--- src/rtl/tl_pkg.sv ---
// Shared traffic-light definitions: phase encodings, direction codes and
// the small combinational helpers used by the phase scheduler.
package tl_pkg;

    typedef enum logic [1:0] {
        REST_RED = 2'd0,
        GREEN    = 2'd1,
        YELLOW   = 2'd2,
        ALL_RED  = 2'd3
    } phase_t;

    localparam logic [1:0] DIR_N = 2'd0;
    localparam logic [1:0] DIR_E = 2'd1;
    localparam logic [1:0] DIR_S = 2'd2;
    localparam logic [1:0] DIR_W = 2'd3;

    // First requesting direction after 'last', wrapping; 'last' itself is
    // checked last so a lone requester can be re-granted.
    function automatic logic [1:0] rr_pick(input logic [3:0] req, input logic [1:0] last);
        logic [1:0] idx;
        logic [1:0] pick;
        logic       found;
        pick  = last;
        found = 1'b0;
        for (int i = 1; i <= 4; i++) begin
            idx = last + 2'(i);
            if (!found && req[idx]) begin
                pick  = idx;
                found = 1'b1;
            end else begin
                found = found;
            end
        end
        return pick;
    endfunction

    function automatic logic [7:0] clamp_dur(input logic [7:0] dur);
        return (dur == 8'd0) ? 8'd1 : dur;
    endfunction

    function automatic logic [3:0] dir_onehot(input logic [1:0] dir);
        return 4'b0001 << dir;
    endfunction

endpackage

--- src/rtl/tick_prescaler.sv ---
// Divides clk down to a one-cycle tick every TICK_DIV cycles; restart
// realigns the count so the next tick is a full period away.
module tick_prescaler #(
    parameter int TICK_DIV = 100_000_000
) (
    input  logic clk,
    input  logic reset,
    input  logic restart,
    output logic tick
);

    localparam int CW = (TICK_DIV > 1) ? $clog2(TICK_DIV) : 1;
    localparam logic [CW-1:0] LAST = CW'(TICK_DIV - 1);

    logic [CW-1:0] cnt_r;

    // Free-running modulo-TICK_DIV counter, cleared on reset and phase entry.
    always_ff @(posedge clk) begin
        if (reset || restart) begin
            cnt_r <= '0;
        end else if (cnt_r == LAST) begin
            cnt_r <= '0;
        end else begin
            cnt_r <= cnt_r + CW'(1);
        end
    end

    assign tick = (cnt_r == LAST);

endmodule

--- src/rtl/phase_scheduler.sv ---
// Four-way intersection phase scheduler: round-robin green grants with
// min/max green timing, yellow and all-red clearance, and emergency preemption.
module phase_scheduler
    import tl_pkg::*;
#(
    parameter int TICK_DIV = 100_000_000
) (
    input  logic       clk,
    input  logic       reset,
    input  logic [3:0] req,
    input  logic       emerg_valid,
    input  logic [1:0] emerg_dir,
    input  logic [7:0] min_green,
    input  logic [7:0] max_green,
    input  logic [7:0] yellow_dur,
    input  logic [7:0] all_red_dur,
    output logic [3:0] lamp_red,
    output logic [3:0] lamp_yellow,
    output logic [3:0] lamp_green,
    output logic [1:0] active_dir,
    output logic [7:0] countdown,
    output logic [1:0] phase,
    output logic       emerg_ack
);

    phase_t     state_r, state_next;
    logic [1:0] dir_next;
    logic [7:0] elapsed_r, elapsed_next;
    logic [7:0] rem_r, rem_next;
    logic [7:0] min_r, min_next;
    logic [7:0] max_r, max_next;
    logic       armed_r, armed_next;
    logic       ack_next;

    logic       tick_s, restart_s;
    logic [7:0] min_eff_s, max_eff_s, cur_rem_s, el_s;
    logic       grant_s, hold_s, preempt_s, other_s, other_next_s;
    logic [1:0] grant_dir_s;
    logic [3:0] red_next, yel_next, grn_next;
    logic [7:0] cd_next;

    tick_prescaler #(.TICK_DIV(TICK_DIV)) u_prescaler (
        .clk     (clk),
        .reset   (reset),
        .restart (restart_s),
        .tick    (tick_s)
    );

    assign restart_s = (state_next != state_r);
    assign phase     = state_r;

    // Clamped durations, grant choice and green-phase qualifiers.
    always_comb begin
        min_eff_s   = clamp_dur(min_green);
        max_eff_s   = (max_green < min_eff_s) ? min_eff_s : max_green;
        // armed_r is clear only in the first all-red after reset, which has
        // not latched its duration yet.
        cur_rem_s   = armed_r ? rem_r : clamp_dur(all_red_dur);
        grant_s     = emerg_valid | (|req);
        grant_dir_s = emerg_valid ? emerg_dir : rr_pick(req, active_dir);
        el_s        = (tick_s && (elapsed_r < max_r)) ? elapsed_r + 8'd1 : elapsed_r;
        other_s     = |(req & ~dir_onehot(active_dir));
        hold_s      = emerg_ack ? emerg_valid : (emerg_valid && (emerg_dir == active_dir));
        preempt_s   = !emerg_ack && emerg_valid && (emerg_dir != active_dir);
    end

    // Next-state and timer update.
    always_comb begin
        state_next   = state_r;
        dir_next     = active_dir;
        elapsed_next = elapsed_r;
        rem_next     = rem_r;
        min_next     = min_r;
        max_next     = max_r;
        armed_next   = armed_r;
        ack_next     = emerg_ack;
        case (state_r)
            REST_RED: begin
                if (grant_s) begin
                    state_next   = GREEN;
                    dir_next     = grant_dir_s;
                    ack_next     = emerg_valid;
                    elapsed_next = 8'd0;
                    min_next     = min_eff_s;
                    max_next     = max_eff_s;
                end else begin
                    state_next = REST_RED;
                end
            end
            GREEN: begin
                elapsed_next = el_s;
                ack_next     = hold_s;
                if (preempt_s || (!hold_s && (el_s >= min_r) && other_s)) begin
                    state_next = YELLOW;
                    rem_next   = clamp_dur(yellow_dur);
                    ack_next   = 1'b0;
                end else begin
                    state_next = GREEN;
                end
            end
            YELLOW: begin
                if (tick_s && (rem_r <= 8'd1)) begin
                    state_next = ALL_RED;
                    rem_next   = clamp_dur(all_red_dur);
                    armed_next = 1'b1;
                end else if (tick_s) begin
                    rem_next = rem_r - 8'd1;
                end else begin
                    rem_next = rem_r;
                end
            end
            ALL_RED: begin
                armed_next = 1'b1;
                if (tick_s && (cur_rem_s <= 8'd1)) begin
                    if (grant_s) begin
                        state_next   = GREEN;
                        dir_next     = grant_dir_s;
                        ack_next     = emerg_valid;
                        elapsed_next = 8'd0;
                        min_next     = min_eff_s;
                        max_next     = max_eff_s;
                    end else begin
                        state_next = REST_RED;
                        rem_next   = 8'd0;
                    end
                end else if (tick_s) begin
                    rem_next = cur_rem_s - 8'd1;
                end else begin
                    rem_next = cur_rem_s;
                end
            end
            default: begin
                state_next = ALL_RED;
            end
        endcase
    end

    // Lamp and countdown values for the phase being entered.
    always_comb begin
        red_next     = 4'b1111;
        yel_next     = 4'b0000;
        grn_next     = 4'b0000;
        cd_next      = 8'd0;
        other_next_s = |(req & ~dir_onehot(dir_next));
        case (state_next)
            GREEN: begin
                grn_next = dir_onehot(dir_next);
                red_next = ~dir_onehot(dir_next);
                if (elapsed_next < min_next) begin
                    cd_next = min_next - elapsed_next;
                end else if (other_next_s && (elapsed_next < max_next)) begin
                    cd_next = max_next - elapsed_next;
                end else begin
                    cd_next = 8'd0;
                end
            end
            YELLOW: begin
                yel_next = dir_onehot(dir_next);
                red_next = ~dir_onehot(dir_next);
                cd_next  = rem_next;
            end
            ALL_RED: begin
                cd_next = rem_next;
            end
            REST_RED: begin
                cd_next = 8'd0;
            end
            default: begin
                cd_next = 8'd0;
            end
        endcase
    end

    // State, timers and registered outputs.
    always_ff @(posedge clk) begin
        if (reset) begin
            state_r     <= ALL_RED;
            active_dir  <= DIR_W;
            elapsed_r   <= 8'd0;
            rem_r       <= 8'd0;
            min_r       <= 8'd0;
            max_r       <= 8'd0;
            armed_r     <= 1'b0;
            emerg_ack   <= 1'b0;
            countdown   <= 8'd0;
            lamp_red    <= 4'b1111;
            lamp_yellow <= 4'b0000;
            lamp_green  <= 4'b0000;
        end else begin
            state_r     <= state_next;
            active_dir  <= dir_next;
            elapsed_r   <= elapsed_next;
            rem_r       <= rem_next;
            min_r       <= min_next;
            max_r       <= max_next;
            armed_r     <= armed_next;
            emerg_ack   <= ack_next;
            countdown   <= cd_next;
            lamp_red    <= red_next;
            lamp_yellow <= yel_next;
            lamp_green  <= grn_next;
        end
    end

endmodule

--- config.mk ---
export PLATFORM = sky130hd
export DESIGN_NAME = phase_scheduler
export DESIGN_NICKNAME = d
export VERILOG_FILES = /design/src/rtl/tl_pkg.sv /design/src/rtl/tick_prescaler.sv /design/src/rtl/phase_scheduler.sv
export SDC_FILE = /design/constraint.sdc
export NUM_CORES = 1
export LEC_CHECK = 0
export ABC_AREA = 1
export ABC_CLOCK_PERIOD_IN_PS = 4880
export CAP_MARGIN = 20
export CORE_ASPECT_RATIO = 1.25
export CORE_UTILIZATION = 42
export CTS_BUF_LIST = sky130_fd_sc_hd__clkbuf_4
export DETAILED_ROUTE_END_ITERATION = 8
export SYNTH_ARGS = -nofsm -noshare
export SYNTH_HDL_FRONTEND = slang
export SYNTH_SLANG_ARGS = --single-unit
--- constraint.sdc ---
create_clock -name clk -period 4.88 [get_ports clk]
set_input_delay 0.732 -clock clk [delete_from_list [all_inputs] [get_ports clk]]
set_output_delay 0.732 -clock clk [all_outputs]
set_load 0.005 [all_outputs]
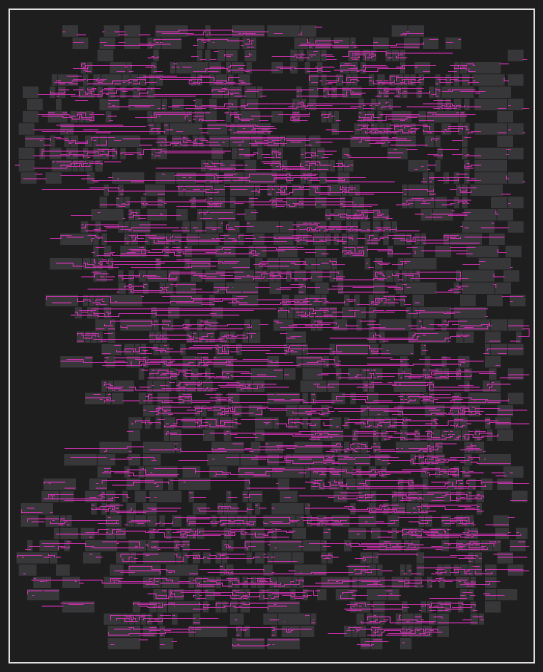
Figure 1: met1 routing.
Cells faint in the background.
main direction = horizontal
wire length on this layer = 8810 um
share of all routed wire = 45%

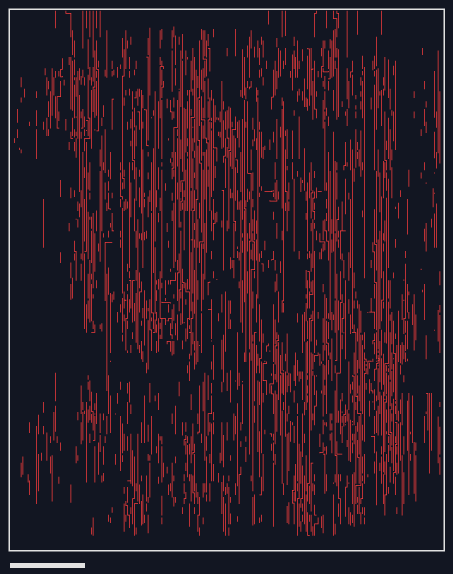
Figure 2: met2 routing.
Bar = 20 um.
wire length on this layer = 9460 um
nets with wire on the layer = 1002
longest straight run = 56.4 um
main direction = vertical
share of all routed wire = 48%

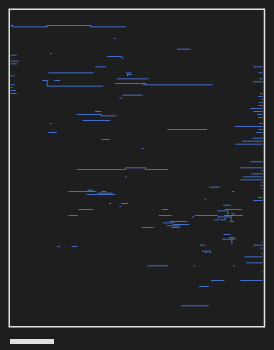
Figure 3: metal 3.
Bar = 20 um.
nets with wire on the layer = 97
longest straight run = 30.6 um
share of all routed wire = 3.4%
met3 GRT Util: 0.0304
total number of vias: 6976
Post-Route WL: 19500 um

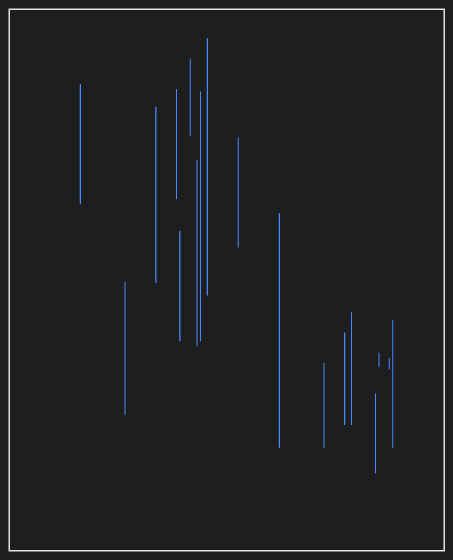
Figure 4: metal 4.
longest straight run = 68.7 um
share of all routed wire = 3.1%
nets with wire on the layer = 16
main direction = vertical
wire length on this layer = 608 um

==> impl_metrics.ini <==
; yosys + openroad results
[synth]
top_cells_by_area = dfxtp_1 25%, nand2_1 14%, ha_1 10%, inv_1 8.3%, nand3_1 5.6%
synth_cells = 1034
largest_area_cell = dfxtp_1
synth.cell_area_mm2 = 0.00685
mux_share = 0
top_logic_kind = simple AND/OR/NAND/NOR gates
yosys_area_mm2 = 0.00685
syn_nets = 1133
ys_sh_xor = 0.0535
synth_cell_type_count = 48
numSynthFlops = 85
netlist.area_leader.share = 0.249
synth.most_common_cell = nand2_1
synthTopCellsByCount = 253 x nand2_1, 152 x inv_1, 95 x nor2_1, 85 x dfxtp_1, 76 x nand3_1
aoi_share = 0.118
yosys_cells = 1034

[drt]
top_layer = met4
ant_nets = 0
met2_length_um = 9460
drc = 0
dr.first_iter.drc_count = 470
dr_wl_met3_um = 670
drt_pre_antenna_iters = 5
wl_per_cell_um = 14.0

[hold_path]
hold_path_depth = 1
worstHoldStart = u_prescaler.cnt_r[0]$_SDFF_PP0_

[worst_setup_path]
critPathMaxStageDelay_ns = 0.45
ff2ff_path_depth = 29
reg2reg_from = u_prescaler.cnt_r[0]$_SDFF_PP0_
slowest_stage = clkdlybuf4s50_1
cp_top_family = simple AND/OR/NAND/NOR gates
arrival_ns = 4.97
cp_common_cell = nand2_1
critical_path_depth = 30
path_buffers = 4
endpoint_kind = register
start_kind = input port

[power_and_ir_drop]
comb_power_share = 0.628
p_comb_mw = 2.19
pg_seq_mw = 0.915
power_switching_mw = 1.67
power.group.top = combinational logic
seq_power_share = 0.263

[global_route]
grt_max_degree = 22
busiest_layer = met2
grt_antenna_before_repair = 1
grt_pass1_wl_um = 31300
globalRouteMet1Util = 0.304

[sta]
final-hold-violation-count = 0
fin_crit_sh = 0.930
hold_ws_ns = 0.497
worst_pin_slew_ns = 0.921
fin_crit_ns = 4.54
layout_setup_ws_ns = 0.339

[finish]
lay_top_cells = 249 x nand2_1, 147 x inv_1, 94 x nor2_1
largest_reg_flops = 27
flop-count = 85
drive_gt1_frac = 0.147
comb_area_mm2 = 0.00449
inv_count = 160
n_antenna_cell = 1
area_growth_pct = 23.8
nClkBuffers = 11
fill_cells = 1647
regArea_mm2 = 0.00170
nonClkBufAreaFrac = 0.152

[die]
die_w_um = 116
num_rows = 51
io_pins = 66
fp.dieH_um = 145
nWellTaps = 212

[run_status]
outcome = complete, no violations

[placement]
gp_congestion = 0.929
hpwl_um = 15900
numPortBuffers = 65

[clocking]
clk_latency_ns = 0.49
clk_pin_slew_ns = 0.14
clockBufferDepth = 2
postCtsHoldBufs = 0
## path summary, 6_finish.rpt
kind	to	slack, ns
max reg2reg	countdown[2]$_SDFF_PP0_	0.42
min reg2reg	u_prescaler.cnt_r[0]$_SDFF_PP0_	0.50
min	u_prescaler.cnt_r[0]$_SDFF_PP0_	0.50
max	countdown[0]$_SDFF_PP0_	0.34
## repair_timing
item                       in CTS  in global routing
setup endpoints to repair       0                  8
setup buffers                   0                  5
resized                         0                 24
## per-stage QoR
step | power, mW | cell area (um^2) | std cells | TNS, ns
after detailed placement | 3.07 | 8260 | 1372 | -1.20
after global placement | 3.06 | 8260 | 1372 | -0.422
after floorplan | 2.26 | 6850 | 1034 | 0
after global routing | 3.78 | 8470 | 1394 | -0.127
final | 3.48 | 8470 | 1394 | 0
after CTS | 3.45 | 8380 | 1388 | 0
No activity file was given, so power comes from the tool's default toggle rates.
